`src/rtl/mips_cpu_pc_control.sv`:
```
// PC / control-transfer stage: next-PC selection with one branch-delay slot,
// link-register writeback requests and halt on a committed jump to HALT_ADDR.
module mips_cpu_pc_control #(
  parameter logic [31:0] RESET_VECTOR = 32'hBFC00000,
  parameter logic [31:0] HALT_ADDR    = 32'h00000000
) (
  input  logic        clk,
  input  logic        reset,
  input  logic        advance,
  input  logic [5:0]  opcode,
  input  logic [5:0]  funct,
  input  logic [4:0]  rt_index,
  input  logic [4:0]  rd_index,
  input  logic [15:0] immediate,
  input  logic [25:0] target,
  input  logic [31:0] rs_content,
  input  logic        sig_branch,
  output logic [31:0] pc,
  output logic        in_delay_slot,
  output logic        link_write,
  output logic [4:0]  link_reg,
  output logic [31:0] link_addr,
  output logic        active
);

  typedef enum logic [1:0] {RUN, DELAY, HALTED} state_t;

  state_t      state, state_nx;
  logic [31:0] pending, pending_nx, pc_nx, pc_plus4, br_target, xfer_target;
  logic        active_nx;
  logic        is_j, is_jal, is_jr, is_jalr, is_br, is_regimm, is_al, taken;

  assign pc_plus4  = pc + 32'd4;
  assign br_target = pc_plus4 + {{14{immediate[15]}}, immediate, 2'b00};

  assign is_j      = (opcode == 6'h02);
  assign is_jal    = (opcode == 6'h03);
  assign is_jr     = (opcode == 6'h00) && (funct == 6'h08);
  assign is_jalr   = (opcode == 6'h00) && (funct == 6'h09);
  assign is_br     = (opcode >= 6'h04) && (opcode <= 6'h07);
  assign is_regimm = (opcode == 6'h01) &&
                     (rt_index == 5'h00 || rt_index == 5'h01 ||
                      rt_index == 5'h10 || rt_index == 5'h11);
  // BLTZAL/BGEZAL link regardless of the branch outcome
  assign is_al     = (opcode == 6'h01) && (rt_index == 5'h10 || rt_index == 5'h11);

  assign taken = is_j || is_jal || is_jr || is_jalr ||
                 ((is_br || is_regimm) && sig_branch);

  always_comb begin
    xfer_target = br_target;
    if (is_j || is_jal)       xfer_target = {pc_plus4[31:28], target, 2'b00};
    else if (is_jr || is_jalr) xfer_target = rs_content;
  end

  assign link_write    = advance && active && !reset && (is_jal || is_jalr || is_al);
  assign link_reg      = is_jalr ? rd_index : 5'd31;
  assign link_addr     = pc + 32'd8;
  assign in_delay_slot = (state == DELAY);

  always_comb begin
    state_nx   = state;
    pc_nx      = pc;
    pending_nx = pending;
    active_nx  = active;
    if (advance) begin
      case (state)
        RUN: begin
          pc_nx = pc_plus4;
          if (taken) begin
            pending_nx = xfer_target;
            state_nx   = DELAY;
          end
        end
        // transfers decoded in the delay slot are deliberately dropped
        DELAY: begin
          if (pending == HALT_ADDR) begin
            pc_nx     = HALT_ADDR;
            active_nx = 1'b0;
            state_nx  = HALTED;
          end else begin
            pc_nx    = pending;
            state_nx = RUN;
          end
        end
        default: pc_nx = HALT_ADDR;
      endcase
    end
  end

  always_ff @(posedge clk or posedge reset) begin
    if (reset) begin
      state   <= RUN;
      pc      <= RESET_VECTOR;
      pending <= 32'd0;
      active  <= 1'b1;
    end else begin
      state   <= state_nx;
      pc      <= pc_nx;
      pending <= pending_nx;
      active  <= active_nx;
    end
  end

endmodule

```
`config.mk`:
```
export PLATFORM = sky130hd
export DESIGN_NAME = mips_cpu_pc_control
export DESIGN_NICKNAME = d
export VERILOG_FILES = /design/src/rtl/mips_cpu_pc_control.sv
export SDC_FILE = /design/constraint.sdc
export NUM_CORES = 1
export LEC_CHECK = 0
export ABC_AREA = 1
export CAP_MARGIN = 0
export CELL_PAD_IN_SITES_DETAIL_PLACEMENT = 0
export CELL_PAD_IN_SITES_GLOBAL_PLACEMENT = 1
export CORE_ASPECT_RATIO = 1.1
export CORE_MARGIN = 3
export CORE_UTILIZATION = 30
export DETAILED_ROUTE_END_ITERATION = 8
export PLACE_DENSITY_LB_ADDON = 0.1
export SLEW_MARGIN = 10
export SYNTH_ARGS = -nofsm -noshare
export SYNTH_HDL_FRONTEND = slang
export SYNTH_SLANG_ARGS = --single-unit
```
`constraint.sdc`:
```
create_clock -name clk -period 7.2 [get_ports clk]
set_clock_uncertainty 0.15 [all_clocks]
set_input_delay 1.08 -clock clk [delete_from_list [all_inputs] [get_ports clk]]
set_output_delay 1.08 -clock clk [all_outputs]
set_load 0.02 [all_outputs]
```
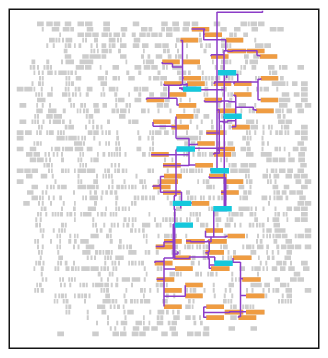
clock_map.png
Scale: 2 px per micron.
legend:
  cyan:
    item: cells driving clock nets
    count: 9
  purple:
    item: clock wires
    length: 1000 microns
  orange:
    item: flip-flops
    count: 67
routed clock nets: 10

==> Slide: Implementation Results <==
Implementation Results

Final timing
  – Final WS setup: 2.61 ns
  – Setup tns final: 0 ns
  – Hold Vio Cnt, Final: 0
  – Max Fclk: 218 MHz
  – Crit path time final: 4.59 ns
  – Hold WS: 0.356 ns

Setup path
  – CP Max Fanout: 24
  – Crit. path cell count: 10
  – Critical path endpoint: link_reg[0]
  – Top delay family on crit path: buffers and inverters
  – Crit path capture type: primary output
  – CP Cell Sequence: clkdlybuf4s50_1 -> inv_2 -> nor2_4 -> inv_2 -> nor3_2 -> nand2_2 -> nor2_1 -> inv_1 -> or2_2 -> clkdlybuf4s50_1
  – Worst reg2reg setup slack: 3.34 ns
  – CP Class: input port to primary output
  – Buf/Inv on CP: 5

Logic synthesis
  – Main area contributors: dfrtp_1 20%, nand2_1 19%, nor2_1 6.4%
  – Synth Instances: 1139
  – Post-synth EDFFs: 0
  – Main flop type: dfrtp_1
  – Post-synth top area cell: dfrtp_1

Layout
  – Sequential share of cell area: 0.179
  – Register area: 1690 sq um
  – Registers: 67
  – Cell area after layout: 9440 sq um
  – Layout cell share with drive strength beyond 1: 0.0897
  – Area growth syn-to-layout: 30.7%
  – FILL cells: 2535
  – Logic Gate Count: 899
  – Combinational fraction of the cell area: 0.511
  – Fin nets: 1426
  – Cell group occupying the most layout area: multi-input combinational cells
  – Top flop regs: pc x32, pending x32, state x2
  – Non-CTS buffers: 175
  – Fin util: 0.405

CTS
  – Cts repair resizes: 0
  – Post-CTS setup buffer count: 0
  – CTS tree: yes
  – Reg clk slew, reported paths: 0.05 ns

Global route
  – GR met2 Demand/Resource: 0.322
  – Grt ovf: 0
  – GRT met3 Usage: 0.0184

Power and ir drop
  – Comb pwr share: 0.285
  – Main power group: clock
  – Seq pwr: 0.000408 W
  – Clock Power: 0.000441 W
  – Clock power share: 0.372
  – Pwr Total: 0.00119 W

Min path
  – Hold Path Class: register to register
  – Hold path start: pending[11]$_DFFE_PP0P_

Detailed routing
  – WL met3: 780 microns
  – Routed len/inst: 17.0 microns
  – Met1 wire length: 13.9 mm
  – Met2 WL post-DR: 12.2 mm
  – Iter 0 DRT Violations: 485
  – Uppermost layer routed: met4

Place
  – Placed Cells: 1577
  – # port buffers: 170

Floorplanning
  – DIE WIDTH: 154 microns
  – Well Taps: 300

Outcome
  – Status: completed
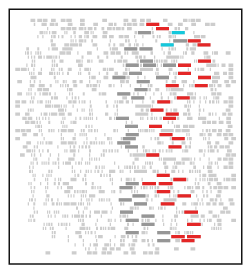
registers.png
Scale: 1.5 px per micron. Other sequential cells in the stronger gray, the rest of the logic in the fainter gray.
legend:
  cyan:
    name_in_the_netlist: state
    flops: 2
  red:
    name_in_the_netlist: pc
    flops: 32
    where: a column on the right
not colored: 33

Power and IR drop assume default switching activity.
